`config.mk`:
```
export PLATFORM = sky130hd
export DESIGN_NAME = wb_stage_v2_flat
export DESIGN_NICKNAME = d
export VERILOG_FILES = /design/src/rtl/rv32i_pkg.sv /design/src/rtl/wb_stage_v2_if.sv /design/src/rtl/wb_stage_v2_load_align.sv /design/src/rtl/wb_stage_v2.sv /design/src/flat_wrapper.sv
export SDC_FILE = /design/constraint.sdc
export NUM_CORES = 1
export LEC_CHECK = 0
export ABC_CLOCK_PERIOD_IN_PS = 3500
export CORE_ASPECT_RATIO = 1.1
export CORE_MARGIN = 4
export CORE_UTILIZATION = 40
export DETAILED_ROUTE_END_ITERATION = 7
export PLACE_DENSITY = 0.87
export SLEW_MARGIN = 20
export SYNTH_ARGS = -nofsm -noshare
export SYNTH_HDL_FRONTEND = slang
export SYNTH_HIERARCHICAL = 1
export SYNTH_SLANG_ARGS = --single-unit
```
`constraint.sdc`:
```
create_clock -name clk -period 3.5 [get_ports clk]
set_clock_uncertainty 0.1 [all_clocks]
set_input_delay 0.875 -clock clk [delete_from_list [all_inputs] [get_ports clk]]
set_output_delay 0.875 -clock clk [all_outputs]
set_load 0.05 [all_outputs]
```
`src/rtl/rv32i_pkg.sv`:
```
// Shared RV32I encodings for the writeback stage.
// Result-select codes and load funct3 values.
package rv32i_pkg;

    localparam logic [1:0] RES_SEL_ALU  = 2'b00;
    localparam logic [1:0] RES_SEL_LOAD = 2'b01;
    localparam logic [1:0] RES_SEL_PC4  = 2'b10;

    localparam logic [2:0] F3_LB  = 3'b000;
    localparam logic [2:0] F3_LH  = 3'b001;
    localparam logic [2:0] F3_LW  = 3'b010;
    localparam logic [2:0] F3_LBU = 3'b100;
    localparam logic [2:0] F3_LHU = 3'b101;

endpackage

```
`src/rtl/wb_stage_v2_if.sv`:
```
// MEM->WB handshake bundle plus register-file and bypass outputs.
// master = MEM/hazard side, slave = writeback stage.
interface wb_stage_v2_if #(
    parameter int XLEN   = 32,
    parameter int REG_AW = 5
);
    logic              mem_wb_valid;
    logic [XLEN-1:0]   mem_wb_alu;
    logic [XLEN-1:0]   mem_wb_data;
    logic [XLEN-1:0]   mem_wb_pc4;
    logic [REG_AW-1:0] wb_rd_addr;
    logic              wb_reg_write;
    logic [1:0]        wb_res_sel;
    logic [2:0]        wb_ld_funct3;
    logic [1:0]        wb_addr_lo;
    logic              wb_stall;
    logic              wb_flush;
    logic              wb_ready;
    logic              rf_we;
    logic [REG_AW-1:0] rf_waddr;
    logic [XLEN-1:0]   rf_wdata;
    logic              fwd_valid;
    logic [REG_AW-1:0] fwd_rd;
    logic [XLEN-1:0]   fwd_data;

    modport master (
        output mem_wb_valid, mem_wb_alu, mem_wb_data, mem_wb_pc4,
        output wb_rd_addr, wb_reg_write, wb_res_sel, wb_ld_funct3,
        output wb_addr_lo, wb_stall, wb_flush,
        input  wb_ready, rf_we, rf_waddr, rf_wdata,
        input  fwd_valid, fwd_rd, fwd_data
    );

    modport slave (
        input  mem_wb_valid, mem_wb_alu, mem_wb_data, mem_wb_pc4,
        input  wb_rd_addr, wb_reg_write, wb_res_sel, wb_ld_funct3,
        input  wb_addr_lo, wb_stall, wb_flush,
        output wb_ready, rf_we, rf_waddr, rf_wdata,
        output fwd_valid, fwd_rd, fwd_data
    );

endinterface

```
`src/rtl/wb_stage_v2_load_align.sv`:
```
// Sub-word load alignment: picks byte/half by offset, then sign/zero extends.
// Little-endian; addr_lo[0] ignored for halfwords, ignored entirely for words.
module wb_load_align
    import rv32i_pkg::*;
#(
    parameter int XLEN = 32
) (
    input  logic [XLEN-1:0] word,
    input  logic [2:0]      funct3,
    input  logic [1:0]      addr_lo,
    output logic [XLEN-1:0] aligned
);

    logic [7:0]  byte_v;
    logic [15:0] half_v;

    always_comb begin
        byte_v  = 8'h00;
        half_v  = 16'h0000;
        aligned = word;
        unique case (addr_lo)
            2'd0: byte_v = word[7:0];
            2'd1: byte_v = word[15:8];
            2'd2: byte_v = word[23:16];
            2'd3: byte_v = word[31:24];
            default: byte_v = word[7:0];
        endcase
        half_v = addr_lo[1] ? word[31:16] : word[15:0];
        unique case (1'b1)
            (funct3 == F3_LB):  aligned = {{(XLEN-8){byte_v[7]}}, byte_v};
            (funct3 == F3_LBU): aligned = {{(XLEN-8){1'b0}}, byte_v};
            (funct3 == F3_LH):  aligned = {{(XLEN-16){half_v[15]}}, half_v};
            (funct3 == F3_LHU): aligned = {{(XLEN-16){1'b0}}, half_v};
            default:            aligned = word;
        endcase
    end

endmodule

```
`src/rtl/wb_stage_v2.sv`:
```
// RV32I writeback stage: result mux, one-cycle stage register, x0 suppression.
// Optional retire counter enabled by macro WB_RETIRE_CNT_EN.
module wb_stage_v2
    import rv32i_pkg::*;
#(
    parameter int XLEN   = 32,
    parameter int REG_AW = 5,
    parameter int CNT_W  = 32
) (
    input  logic             clk,
    input  logic             rst,
`ifdef WB_RETIRE_CNT_EN
    output logic [CNT_W-1:0] wb_retire_cnt,
`endif
    wb_stage_v2_if.slave     bus
);

    if (XLEN != 32) begin : g_xlen_chk
        $error("wb_stage_v2: only XLEN=32 is supported");
    end

    logic [XLEN-1:0] ld_res;
    logic [XLEN-1:0] res;
    logic            cap;

    wb_load_align #(.XLEN(XLEN)) u_align (
        .word    (bus.mem_wb_data),
        .funct3  (bus.wb_ld_funct3),
        .addr_lo (bus.wb_addr_lo),
        .aligned (ld_res)
    );

    assign cap = bus.mem_wb_valid & ~bus.wb_stall & ~bus.wb_flush;

    always_comb begin
        res = bus.mem_wb_alu;
        unique case (1'b1)
            (bus.wb_res_sel == RES_SEL_LOAD): res = ld_res;
            (bus.wb_res_sel == RES_SEL_PC4):  res = bus.mem_wb_pc4;
            default:                          res = bus.mem_wb_alu;
        endcase
    end

    // Flush only drops the write enable; address/data keep their last value.
    always_ff @(posedge clk) begin
        if (rst) begin
            bus.rf_we    <= 1'b0;
            bus.rf_waddr <= '0;
            bus.rf_wdata <= '0;
        end else if (bus.wb_flush) begin
            bus.rf_we    <= 1'b0;
        end else if (!bus.wb_stall) begin
            bus.rf_we    <= cap & bus.wb_reg_write & (bus.wb_rd_addr != '0);
            bus.rf_waddr <= bus.wb_rd_addr;
            bus.rf_wdata <= res;
        end
    end

`ifdef WB_RETIRE_CNT_EN
    always_ff @(posedge clk) begin
        if (rst)
            wb_retire_cnt <= '0;
        else if (cap)
            wb_retire_cnt <= wb_retire_cnt + 1'b1;
    end
`endif

    assign bus.wb_ready  = ~bus.wb_stall;
    assign bus.fwd_valid = bus.rf_we;
    assign bus.fwd_rd    = bus.rf_waddr;
    assign bus.fwd_data  = bus.rf_wdata;

endmodule
```
`src/flat_wrapper.sv`:
```
// flat-port wrapper written by rule: the top's interface ports become plain ports
module wb_stage_v2_flat import rv32i_pkg::*;
#(
    parameter int XLEN   = 32,
    parameter int REG_AW = 5,
    parameter int CNT_W  = 32
)
  (clk, rst, bus_mem_wb_valid, bus_mem_wb_alu, bus_mem_wb_data, bus_mem_wb_pc4, bus_wb_rd_addr, bus_wb_reg_write, bus_wb_res_sel, bus_wb_ld_funct3, bus_wb_addr_lo, bus_wb_stall, bus_wb_flush, bus_wb_ready, bus_rf_we, bus_rf_waddr, bus_rf_wdata, bus_fwd_valid, bus_fwd_rd, bus_fwd_data);
  wb_stage_v2_if #(.XLEN(XLEN), .REG_AW(REG_AW)) bus_i ();
  input  logic clk;
  input  logic rst;
  input wire logic [$bits(bus_i.mem_wb_valid)-1:0] bus_mem_wb_valid;
  input wire logic [$bits(bus_i.mem_wb_alu)-1:0] bus_mem_wb_alu;
  input wire logic [$bits(bus_i.mem_wb_data)-1:0] bus_mem_wb_data;
  input wire logic [$bits(bus_i.mem_wb_pc4)-1:0] bus_mem_wb_pc4;
  input wire logic [$bits(bus_i.wb_rd_addr)-1:0] bus_wb_rd_addr;
  input wire logic [$bits(bus_i.wb_reg_write)-1:0] bus_wb_reg_write;
  input wire logic [$bits(bus_i.wb_res_sel)-1:0] bus_wb_res_sel;
  input wire logic [$bits(bus_i.wb_ld_funct3)-1:0] bus_wb_ld_funct3;
  input wire logic [$bits(bus_i.wb_addr_lo)-1:0] bus_wb_addr_lo;
  input wire logic [$bits(bus_i.wb_stall)-1:0] bus_wb_stall;
  input wire logic [$bits(bus_i.wb_flush)-1:0] bus_wb_flush;
  output wire logic [$bits(bus_i.wb_ready)-1:0] bus_wb_ready;
  output wire logic [$bits(bus_i.rf_we)-1:0] bus_rf_we;
  output wire logic [$bits(bus_i.rf_waddr)-1:0] bus_rf_waddr;
  output wire logic [$bits(bus_i.rf_wdata)-1:0] bus_rf_wdata;
  output wire logic [$bits(bus_i.fwd_valid)-1:0] bus_fwd_valid;
  output wire logic [$bits(bus_i.fwd_rd)-1:0] bus_fwd_rd;
  output wire logic [$bits(bus_i.fwd_data)-1:0] bus_fwd_data;
  assign bus_i.mem_wb_valid = bus_mem_wb_valid;
  assign bus_i.mem_wb_alu = bus_mem_wb_alu;
  assign bus_i.mem_wb_data = bus_mem_wb_data;
  assign bus_i.mem_wb_pc4 = bus_mem_wb_pc4;
  assign bus_i.wb_rd_addr = bus_wb_rd_addr;
  assign bus_i.wb_reg_write = bus_wb_reg_write;
  assign bus_i.wb_res_sel = bus_wb_res_sel;
  assign bus_i.wb_ld_funct3 = bus_wb_ld_funct3;
  assign bus_i.wb_addr_lo = bus_wb_addr_lo;
  assign bus_i.wb_stall = bus_wb_stall;
  assign bus_i.wb_flush = bus_wb_flush;
  assign bus_wb_ready = bus_i.wb_ready;
  assign bus_rf_we = bus_i.rf_we;
  assign bus_rf_waddr = bus_i.rf_waddr;
  assign bus_rf_wdata = bus_i.rf_wdata;
  assign bus_fwd_valid = bus_i.fwd_valid;
  assign bus_fwd_rd = bus_i.fwd_rd;
  assign bus_fwd_data = bus_i.fwd_data;
  wb_stage_v2 #(.XLEN(XLEN), .REG_AW(REG_AW), .CNT_W(CNT_W)) u_core (.clk(clk), .rst(rst), .bus(bus_i));
endmodule
```
==> results_dict.tcl, run 1 <==
# metrics dict for downstream scripts
set metrics [dict create \
    edf_count 0 \
    synth_stat.cells 399 \
    top_cells_by_count "nand2_1 (80), a221o_1 (39), buf_4 (39), nand2b_1 (39)" \
    cts_tree "yes" \
    grt_pass1_vias 3264 \
    ys.flop_type "dfxtp_1" \
    worstSetupStartpointType "input port" \
    vdd_drop_max_mv 0.147 \
    yosysMostFrequentCell "nand2_1" \
    cts_root_buf "clkbuf_8" \
    track_usage 0.227 \
    die_y_um 98.2 \
    warnings 27 \
    core_area_sq_um 7130 \
    yosys-stat-area_sq_um 2960 \
    ctsResizeCount 0 \
    p_leak_nw 1.82 \
    synthCells 399 \
    die_area_sq_um 8850 \
    end_kind "flop" \
    cp_num_buf_inv 1 \
    clock-sinks 38 \
    syn_area_sq_um 2960 \
    cellPowerDensity_nw_per_um2 311 \
    fmax_mhz 333 \
    finalCritPeriodShare 0.858 \
    ys_seq_frac 0.257 \
    die_w_um 90.0 \
    whs_ns 0.372 \
    cp.arrival_ns 3.06 \
    cp_cell_sequence "clkdlybuf4s50_1 -> nor2b_1 -> nor2_1 -> a22oi_1 -> o21ai_1 -> a221o_1 -> nand3_1 -> a21oi_1" \
    synth_area_leader_cell "dfxtp_1" \
    h-tree-depth 2 \
    crit_path_max_incr_delay_ns 0.55 \
    crit_required_ns 3.55 \
    synth.top_cell.area_share 0.257 \
    portBuffers 190 \
    synth_cell_types 34 \
    row_count 32 \
    tns_ns 0 \
    grt_setup_unrepaired "no" \
    cp_top_family "simple AND/OR/NAND/NOR gates" \
    antenna_cells 0 \
    cp_max_fo 9 \
    area_leaders "dfxtp_1 (26%), a221o_1 (13%), nand2_1 (10%)" \
    drive_gt1_frac 0.0505 \
    grt_pass1_wl_um 16500 \
    worstSkewPairLatency_ns 0.29 \
    clockBufferDepth 2 \
    hpwl_um 8370 \
    via_per_inst 5.47 \
    ys.flops 38 \
    area_delta_synth_final_pct 58.3 \
    ant_nets 0 \
    numCtsBuffers 5 \
    cpMaxStageDelayCell "nor2b_1" \
    syn_avg_cell_area_sq_um 7.42 \
    finalMaxSlewViolations 0 \
    post_cts_buffers 0 \
    synth_nets 515 \
    synthArstFlopShare 0 \
    status "complete, no violations" \
    drt_first_iter_violations 186 \
    detail_route.wl_per_cell_um 17.3 \
    drt_pre_antenna_iters 4 \
    hold_violations 0 \
    worst_pin_slew_ns 0.642 \
    fp_util 0.416 \
    hold_buffers 0 \
    drc 0 \
    synth_warnings 6 \
    grt_max_degree 65 \
    maxCapViolations 0 \
    num-fill-cells 640 \
    critPathKind "input port to flop" \
    grt_overflow 0 \
    place_congestion 0.838 \
    slew_headroom 0.571 \
    antenna_found_initial 0 \
    finalNetCount 650 \
    io_pins 191 \
    hold_path.class "flop to flop" \
    clk_pin_slew_ns 0.07 \
    setup_viol 0 \
    fin_crit_ns 3.00 \
]
## run 1: report_power, final
group	internal (W)	leakage, nW	switching (W)
clock network	0.000158	0.0472	0.000161
logic	0.000297	1.47	0.000368
registers	0.000457	0.310	0.0000186
total	0.000912	1.82	0.000547
## run 1: flip-flops by register name, indices dropped and copies added (netlist names)
signal and cells:
u_core/bus.fwd_data 32, u_core/bus.fwd_rd 5, u_core/bus.fwd_valid 1
## run 1: cell families after synthesis
family,after synthesis,share of synthesized area
buffers and inverters,75,0.161
multiplexers,3,0.0106
AND-OR/OR-AND,113,0.289
adder cells (fa/ha/maj),2,0.00845
AND/OR/NAND/NOR,168,0.275
flip-flops,38,0.257
## run 1: path summary, 6_finish.rpt
check                               from                      to  slack, ns  cells after the start
hold / removal    u_core/bus.fwd_data[2]  u_core/bus.fwd_data[2]       0.37                      2
hold reg to reg   u_core/bus.fwd_data[2]  u_core/bus.fwd_data[2]       0.37                      2
setup / recovery       bus_wb_addr_lo[0]  u_core/bus.fwd_data[1]       0.50                      8
setup reg to reg  u_core/bus.fwd_data[6]  u_core/bus.fwd_data[6]       2.73                      2
## run 1: layout by cell type, fill, tap and decap left out, types with 2 or more instances in the layout
cell               n
a21o_1            16
a21oi_1           38
a221o_1           39
a22oi_1            7
buf_4              9
clkbuf_8           6
clkdlybuf4s50_1  189
dfxtp_1           38
ha_2               2
inv_1              3
mux2i_1            2
nand2_1           80
nand2b_1          39
nand3_1           33
nor2_1             6
nor2b_1            2
o21ai_1            8
## run 1: stage by stage
step                       util  instances  instance area, sq um  setup WS [ns]  power (W)
after floorplan               -        399                  2960          0.861   0.000900
after global placement    0.644        612                  4590          0.331    0.00114
after detailed placement  0.644        612                  4590          0.269    0.00115
after CTS                 0.658        620                  4690          0.569    0.00147
after global routing      0.658        620                  4690          0.427    0.00152
final                     0.658        620                  4690          0.498    0.00146
## run 1: worst register-to-register path: cells and delay by family (launching register included)
family / cells / cell delay (ns)
and+or+nand+nor: 1 / 0.06
AOI/OAI and AO/OA: 1 / 0.15
DFF: 1 / 0.38
## run 1: routing by layer
layer,routed length (um),track usage,up-vias
met3,969,0.0539,10
met1,4260,0.279,1564
met5,0,0,-
met4,138,0.0636,0
li1,-,-,1650
met2,5340,0.397,167
## run 1: final cells by class
cell class | count | area, sq um | share of cell area
flip-flops and latches | 38 | 761 | 0.162
inverters | 4 | 15.0 | 0.00320
clock inverters | 2 | 12.5 | 0.00267
multi-input cells | 286 | 1730 | 0.369
repair buffers | 199 | 1980 | 0.422
well taps | 85 | 106 | 0.0227
clock buffers | 6 | 82.6 | 0.0176
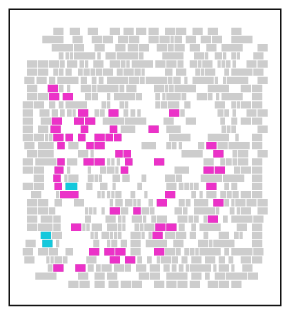
**Above:** run 1 (gate families picked out).
(3 px per um)
magenta -> non-inverting ao/oa cells  # cells 57
cyan -> mux cells  # cells 3
final std cells w/o fill: 620
highest-count logic cell in the final layout: clkdlybuf4s50_1
multi-input combinational area share: 0.369

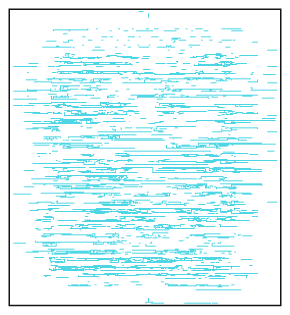
**Above:** run 1 (the metal 1 layer).
(3 px per um)
share of all routed wire = 40%
wire length on this layer = 4,260 um
nets with wire on the layer = 555
longest straight run = 29.0 um
via count: 3,391
drt total wl: 10,700 um
met1 GRT Util: 0.279

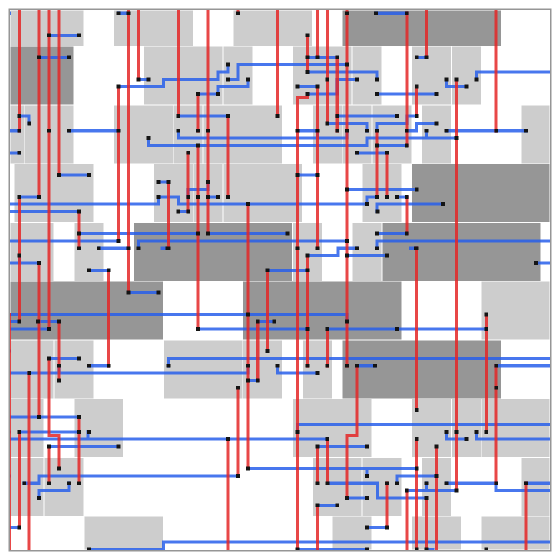
**Above:** run 1 (a small window of the routed layout).
Window x 55 to 80, y 61 to 86 um. Cells in grey, sequential cells in the stronger grey; small squares are vias.
blue -> M1
red -> M2
sequential cells in the window = 7
netlist names of flops here include = u_core/bus.fwd_rd (4), u_core/bus.fwd_data (3)
most frequent = clkdlybuf4s50_1 (13), nand2_1 (13), a21oi_1 (8)
cells with their middle in the window = 51

**Run 1: register map, names as in the netlist**

(4 px per um) Other sequential cells in the stronger grey, the rest of the logic in the fainter grey.
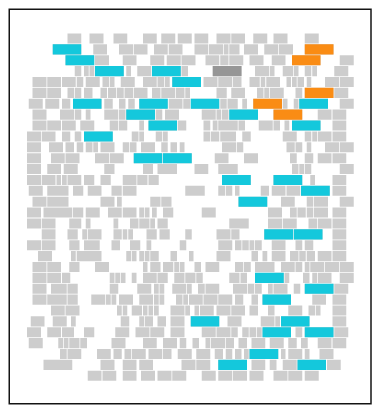

==> run 1 -> run 2 <==
--- a/config.mk
+++ b/config.mk
@@ -6,13 +6,16 @@
 export NUM_CORES = 1
 export LEC_CHECK = 0
 export ABC_CLOCK_PERIOD_IN_PS = 3500
+export CELL_PAD_IN_SITES_DETAIL_PLACEMENT = 0
+export CELL_PAD_IN_SITES_GLOBAL_PLACEMENT = 1
 export CORE_ASPECT_RATIO = 1.1
-export CORE_MARGIN = 4
-export CORE_UTILIZATION = 40
+export CORE_MARGIN = 2
+export CORE_UTILIZATION = 27
 export DETAILED_ROUTE_END_ITERATION = 7
-export PLACE_DENSITY = 0.87
+export PLACE_DENSITY_LB_ADDON = 0.1
 export SLEW_MARGIN = 20
 export SYNTH_ARGS = -nofsm -noshare
 export SYNTH_HDL_FRONTEND = slang
 export SYNTH_HIERARCHICAL = 1
 export SYNTH_SLANG_ARGS = --single-unit
+export TNS_END_PERCENT = 5
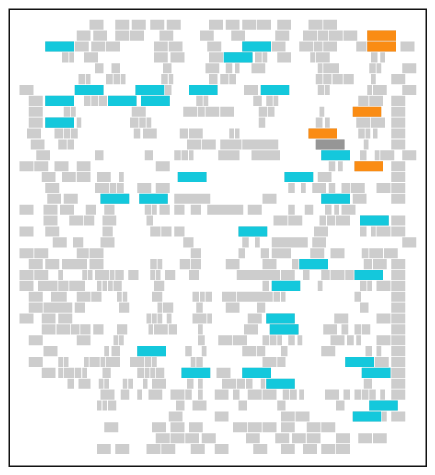
**Above:** run 2 (register map, names as in the netlist).
(4 px per um) Other sequential cells in the stronger grey, the rest of the logic in the fainter grey.
cyan -> u_core/bus.fwd_data  # sequential cells 32, where all over the die
orange -> u_core/bus.fwd_rd  # sequential cells 5, where north-east
not coloured = 1
Finished Core Util: 0.448
P_seq: 0.000476 W

==> results_dict.tcl, run 2 <==
# metrics dict for downstream scripts
set metrics [dict create \
    drc 0 \
    placed_area_sq_um 4670 \
    ant_nets 0 \
    warnings 27 \
    grt_pass1_wl_um 17600 \
    worstSkewPairLatency_ns 0.27 \
    regToRegSetupSlack_ns 2.72 \
    switching_share 0.340 \
    io_pins 191 \
    cellPowerDensity_nw_per_um2 347 \
    critPathKind "input port to flop" \
    via_per_inst 4.98 \
    layout_top_cells "clkdlybuf4s50_1 (189), nand2_1 (80), a221o_1 (39), nand2b_1 (39)" \
    lay_top_count "clkdlybuf4s50_1" \
    ys.flops 38 \
    maxCapViolations 0 \
    worstSetupStartpointType "input port" \
    critPathCapture "u_core/bus.fwd_data[11]" \
    track_usage 0.189 \
    synthArstFlopShare 0 \
    grt_pass1_vias 3215 \
    cpMaxStageDelayCell "clkdlybuf4s50_1" \
    synth_nets 515 \
    r2r_start "u_core/bus.fwd_data[10]" \
    cp_cell_sequence "clkdlybuf4s50_1 -> buf_4 -> nor2b_1 -> nand2_1 -> nand2_1 -> a221o_1 -> a221o_1 -> nand3_1 -> a21oi_1" \
    hpwl_um 8790 \
    worst_pin_slew_ns 0.674 \
    fin_crit_ns 2.85 \
    fp_util 0.274 \
    slew_headroom 0.551 \
    yosys-stat-area_sq_um 2960 \
    vdd_drop_max_mv 0.220 \
    cp.arrival_ns 2.90 \
    setup_viol 0 \
    h-tree-depth 2 \
    antenna_found_initial 0 \
    crit_required_ns 3.54 \
    yosysMostFrequentCell "nand2_1" \
    antenna_cells 0 \
    grt_setup_unrepaired "no" \
    rr_worst_depth 2 \
    area_delta_synth_final_pct 63.4 \
    postLayoutCellArea_sq_um 4840 \
    die_y_um 114 \
    die_w_um 104 \
    clockBufferDepth 2 \
    synthCells 399 \
    ys.flop_type "dfxtp_1" \
    num_vias 3394 \
    rr_endpoint "u_core/bus.fwd_data[10]" \
    clock-sinks 38 \
    cp_max_fo 38 \
    pwr-share-comb 0.400 \
    drt-total-wl_um 11700 \
    ys_seq_frac 0.257 \
    grt_overflow 0 \
    synth_stat.cells 399 \
    p_leak_nw 1.86 \
    detail_route.wl_per_cell_um 17.1 \
    tns_ns 0 \
    p_switching_w 0.000570 \
    synth.top_cell.area_share 0.257 \
    post_cts_buffers 0 \
    end_kind "flop" \
    drive_gt1_frac 0.0487 \
    fmax_mhz 350 \
    syn_avg_cell_area_sq_um 7.42 \
    seqPwrFrac 0.284 \
    status "complete, no violations" \
    drt_pre_antenna_iters 6 \
    synth_warnings 6 \
    cp-startpoint "bus_wb_ld_funct3[1]" \
    ctsResizeCount 0 \
    core_area_sq_um 10800 \
    synth_area_leader_cell "dfxtp_1" \
    largest_register_ffs 32 \
    area_leaders "dfxtp_1 (26%), a221o_1 (13%), nand2_1 (10%)" \
    cts_tree "yes" \
    clk_pin_slew_ns 0.06 \
    grt_max_degree 55 \
    row_count 40 \
    edf_count 0 \
    hold_path.class "flop to flop" \
    portBuffers 190 \
    place_congestion 0.903 \
    internal_power_w 0.00111 \
    cts_root_buf "clkbuf_16" \
    syn_area_sq_um 2960 \
    die_area_sq_um 11800 \
    crit_path_max_incr_delay_ns 0.50 \
    finalMaxSlewViolations 0 \
    finalNetCount 650 \
    hold_buffers 0 \
    synth_cell_types 34 \
    drt_first_iter_violations 184 \
    numCtsBuffers 5 \
    top_cells_by_count "nand2_1 (80), a221o_1 (39), buf_4 (39), nand2b_1 (39)" \
    p_clk_frac 0.316 \
    hold_violations 0 \
    finalCritPeriodShare 0.815 \
]
[run 2: netlist changes by cell type in the layout (fill, tap and decap cells not counted)]
| cell | delta |
|---|---|
| clkbuf_16 | +5 |
| clkbuf_8 | -5 |
| bufinv_16 | +1 |
| clkinv_2 | -1 |
| clkinvlp_4 | -1 |
[run 2: power by group through the flow]
stage / combinational (W) / clock (W) / sequential (W)
2_1_floorplan: 0.000333 / 0 / 0.000566
3_3_place_gp: 0.000671 / 0 / 0.000486
3_5_place_dp: 0.000672 / 0 / 0.000487
4_1_cts: 0.000675 / 0.000545 / 0.000477
5_1_grt: 0.000714 / 0.000557 / 0.000480
6_report: 0.000671 / 0.000530 / 0.000476
[run 2: layout make-up]
type,instances,area (sq um)
clock buffer,6,139
clock inverter,1,30.0
fill,1099,5970
inverter,4,15.0
multi-input combinational,286,1730
sequential,38,761
tap,147,184
timing repair buffer,199,1980
[run 2: routing by layer]
layer / part of all wire / GRT usage
met1: 0.44 / 0.257
met2: 0.48 / 0.320
met3: 0.075 / 0.0354
met4: 0.0031 / 0.0297
met5: 0 / 0
[run 2: kinds of logic after synthesis]
logic type / Yosys count / share of synthesized area
AOI/OAI and AO/OA: 113 / 0.289
adders and majority gates: 2 / 0.00845
buffers and inverters: 75 / 0.161
DFF: 38 / 0.257
muxes: 3 / 0.0106
and+or+nand+nor: 168 / 0.275
[run 2: metrics by stage]
step	instances	hold slack [ns]	worst slack (ns)	power, W
detailed placement	674	0.363	0.354	0.00116
global placement	674	0.358	0.372	0.00116
floorplan	399	0.582	0.861	0.000900
CTS	681	0.371	0.640	0.00170
finish	681	0.366	0.647	0.00168
global route	681	0.393	0.458	0.00175
[run 2: worst max-delay path, delay by kind of cell]
kind,cells,cell delay (ns)
compound gates,3,0.70
buf+inv,2,0.86
simple gates,4,0.46
[run 2: worst min-delay path by stage]
stage                             from                      end  slack [ns]  cells after the start
2_1_floorplan   u_core/bus.fwd_data[0]   u_core/bus.fwd_data[0]        0.58                      2
6_report       u_core/bus.fwd_data[25]  u_core/bus.fwd_data[25]        0.37                      2
5_1_grt         u_core/bus.fwd_data[3]   u_core/bus.fwd_data[3]        0.39                      2
3_3_place_gp      u_core/bus.fwd_rd[1]     u_core/bus.fwd_rd[1]        0.36                      2
4_1_cts        u_core/bus.fwd_data[25]  u_core/bus.fwd_data[25]        0.37                      2
3_5_place_dp   u_core/bus.fwd_data[25]  u_core/bus.fwd_data[25]        0.36                      2
**Run 2: congestion heat map**

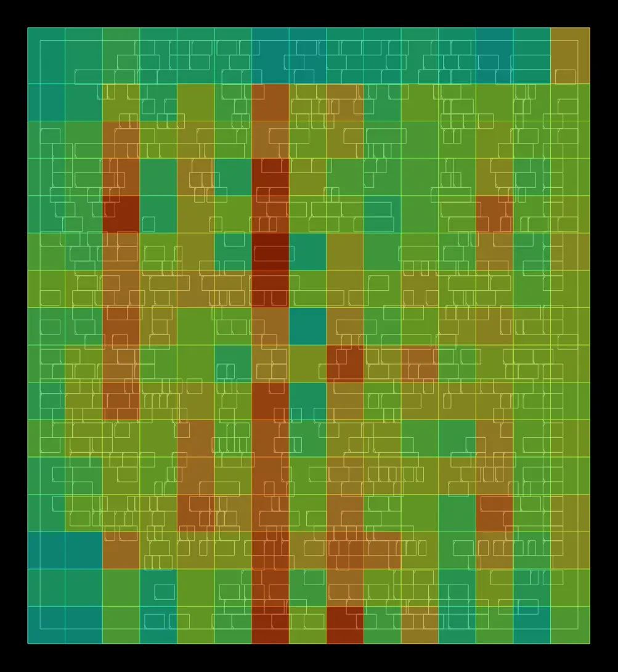

==> run 2 -> run 3 <==
--- a/config.mk
+++ b/config.mk
@@ -5,12 +5,12 @@
 export SDC_FILE = /design/constraint.sdc
 export NUM_CORES = 1
 export LEC_CHECK = 0
-export ABC_CLOCK_PERIOD_IN_PS = 3500
+export ABC_CLOCK_PERIOD_IN_PS = 2400
 export CELL_PAD_IN_SITES_DETAIL_PLACEMENT = 0
 export CELL_PAD_IN_SITES_GLOBAL_PLACEMENT = 1
 export CORE_ASPECT_RATIO = 1.1
 export CORE_MARGIN = 2
-export CORE_UTILIZATION = 27
+export CORE_UTILIZATION = 22
 export DETAILED_ROUTE_END_ITERATION = 7
 export PLACE_DENSITY_LB_ADDON = 0.1
 export SLEW_MARGIN = 20
==> constraint.sdc (replaced) <==
create_clock -name clk -period 2.4 [get_ports clk]
set_clock_uncertainty 0.1 [all_clocks]
set_input_delay 0.6 -clock clk [delete_from_list [all_inputs] [get_ports clk]]
set_output_delay 0.6 -clock clk [all_outputs]
set_load 0.05 [all_outputs]
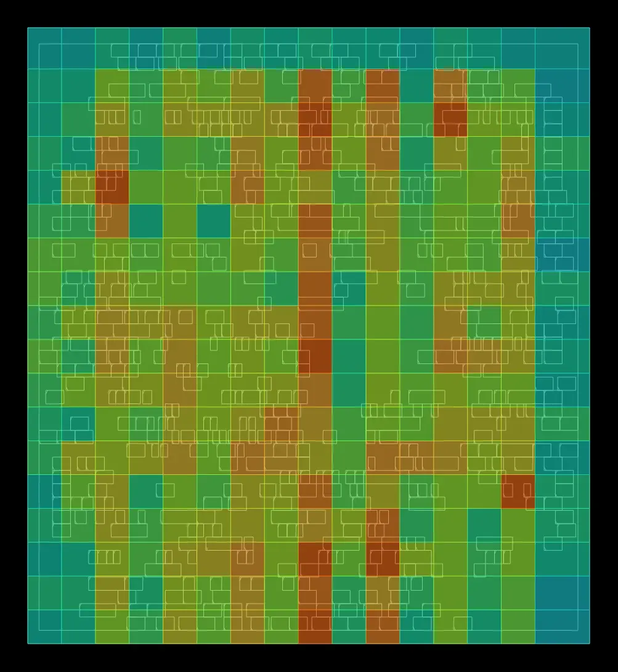
**Above:** run 3 (congestion heat map).
WL/cell: 16.8 um
met1 GRT Util: 0.223

==> results_dict.tcl, run 3 <==
# metrics dict for downstream scripts
set metrics [dict create \
    top_cells_by_count "nand2_1 (80), a221o_1 (39), buf_4 (39), nand2b_1 (39)" \
    area_leaders "dfxtp_1 (26%), a221o_1 (13%), nand2_1 (10%)" \
    worstSkewPairLatency_ns 0.28 \
    grt_pass1_vias 3271 \
    drt_first_iter_violations 194 \
    fp_util 0.225 \
    grt_pass1_wl_um 18000 \
    synth.top_cell.area_share 0.257 \
    cp.arrival_ns 2.40 \
    placed_area_sq_um 4880 \
    portBuffers 190 \
    p_leak_nw 2.00 \
    synth_nets 515 \
    crit_required_ns 2.45 \
    io_pins 191 \
    syn_avg_cell_area_sq_um 7.42 \
    area_delta_synth_final_pct 71.7 \
    synth_warnings 6 \
    clk_pin_slew_ns 0.06 \
    end_kind "flop" \
    num-fill-cells 1392 \
    fmax_mhz 427 \
    finalMaxSlewViolations 0 \
    clock-sinks 38 \
    postLayoutCellArea_sq_um 5080 \
    finalNetCount 670 \
    fin_crit_ns 2.34 \
    largest_register_ffs 32 \
    totalPowerFinal_w 0.00259 \
    drt-total-wl_um 12000 \
    slew_headroom 0.542 \
    worst_pin_slew_ns 0.687 \
    critPathKind "input port to flop" \
    die_w_um 115 \
    warnings 27 \
    lay_top_count "clkdlybuf4s50_1" \
    grt_overflow 0 \
    ant_nets 0 \
    cellPowerDensity_nw_per_um2 509 \
    hold_buffers 0 \
    final_core_util 0.386 \
    syn_area_sq_um 2960 \
    drt_pre_antenna_iters 4 \
    num_vias 3432 \
    clockBufferDepth 2 \
    synthCells 399 \
    hold_violations 0 \
    antenna_found_initial 0 \
    hpwl_um 9240 \
    core_area_sq_um 13200 \
    synth_cell_types 34 \
    cp_max_fo 8 \
    grt_max_degree 38 \
    edf_count 0 \
    synthArstFlopShare 0 \
    tns_ns 0 \
    vdd_drop_max_mv 0.251 \
    cts_tree "yes" \
    multi_input_comb_area_sq_um 1750 \
    yosys-stat-area_sq_um 2960 \
    maxCapViolations 0 \
    worstSetupStartpointType "input port" \
    finalCritPeriodShare 0.976 \
    status "complete, no violations" \
    synth_area_leader_cell "dfxtp_1" \
    synth_stat.cells 399 \
    drc 0 \
    via_per_inst 4.79 \
    hold_path.class "flop to flop" \
    numCtsBuffers 5 \
    antenna_cells 0 \
    die_area_sq_um 14400 \
    setup_viol 0 \
    place_congestion 0.829 \
    layout_top_cells "clkdlybuf4s50_1 (183), nand2_1 (80), a221o_1 (39), nand2b_1 (39)" \
    drive_gt1_frac 0.0829 \
    track_usage 0.161 \
    yosysMostFrequentCell "nand2_1" \
    ys_seq_frac 0.257 \
    ys.flops 38 \
    row_count 44 \
    die_y_um 126 \
    grt_setup_unrepaired "no" \
    cts_root_buf "clkbuf_16" \
    h-tree-depth 2 \
    ys.flop_type "dfxtp_1" \
    seqCellArea_sq_um 761 \
]
==> run 3: netlist changes by cell type in the layout (fill, tap and decap cells not counted), moves of 4 or more <==
cell             delta
buf_12              +4
buf_4              +15
clkdlybuf4s50_1     -6
dlygate4sd2_1       +5
==> run 3: timing repair <==
item	4_1_cts	5_1_grt
cloned	1	0
endpoints found under the setup margin	15	1
buffers inserted	0	0
pin swaps	3	0
gates resized	6	1
==> run 3: worst paths after layout <==
path | start | slack (ns) | end | cells after the start
worst min register to register | u_core/bus.fwd_rd[4] | 0.37 | u_core/bus.fwd_rd[4] | 2
worst min-delay path | u_core/bus.fwd_rd[4] | 0.37 | u_core/bus.fwd_rd[4] | 2
worst max-delay path | bus_mem_wb_data[31] | 0.06 | u_core/bus.fwd_data[27] | 7
worst max register to register | u_core/bus.fwd_data[3] | 1.65 | u_core/bus.fwd_data[3] | 2
==> run 3: layout make-up <==
cell class | count | area share
sequential | 38 | 0.150
clock inverter | 3 | 0.0135
timing repair buffer | 218 | 0.426
tap | 161 | 0.0396
clock buffer | 5 | 0.0246
multi-input combinational | 287 | 0.343
inverter | 4 | 0.00295
==> run 3: worst max-delay path: stages <==
cell             delay [ns]
clkdlybuf4s50_1        0.46
mux2_2                 0.34
a31o_4                 0.30
a21o_1                 0.21
a221o_1                0.33
nand3_1                0.08
a21oi_1                0.07
==> run 3: cell families (layout without fill, tap and decap cells) <==
kind of cell               count (synthesis)  count (layout)  synth area share
muxes                                      3               3            0.0106
and+or+nand+nor                          168             168             0.275
DFF                                       38              38             0.257
AOI/OAI and AO/OA                        113             114             0.289
adders and majority gates                  2               2           0.00845
buffers and inverters                     75             230             0.161
==> run 3: metrics by stage <==
| stage | setup WS (ns) | hold WS [ns] | instances |
|---|---|---|---|
| after detailed placement | -0.385 | 0.366 | 707 |
| after global routing | 0.0171 | 0.393 | 716 |
| final | 0.0570 | 0.368 | 716 |
| after floorplan | 0.0359 | 0.582 | 399 |
| after CTS | 0.0767 | 0.375 | 716 |
| after global placement | -0.361 | 0.356 | 707 |
==> run 3: power breakdown <==
part           internal, W  total [W]  switching, W  leakage (nW)
combinational     0.000466    0.00102      0.000551          1.60
clock             0.000598   0.000878      0.000280        0.0940
sequential        0.000667   0.000693     0.0000261         0.310
==> run 3: layer usage <==
metal,GRT usage,wire [um],share of wire,vias up
met3,0.0245,644,0.054,6
met4,0.0430,138,0.011,0
met5,0,0,0,-
li1,-,-,-,1690
met2,0.261,5650,0.47,128
met1,0.223,5570,0.46,1608
Power figures rest on the tool's default switching activity, not on a simulated workload.
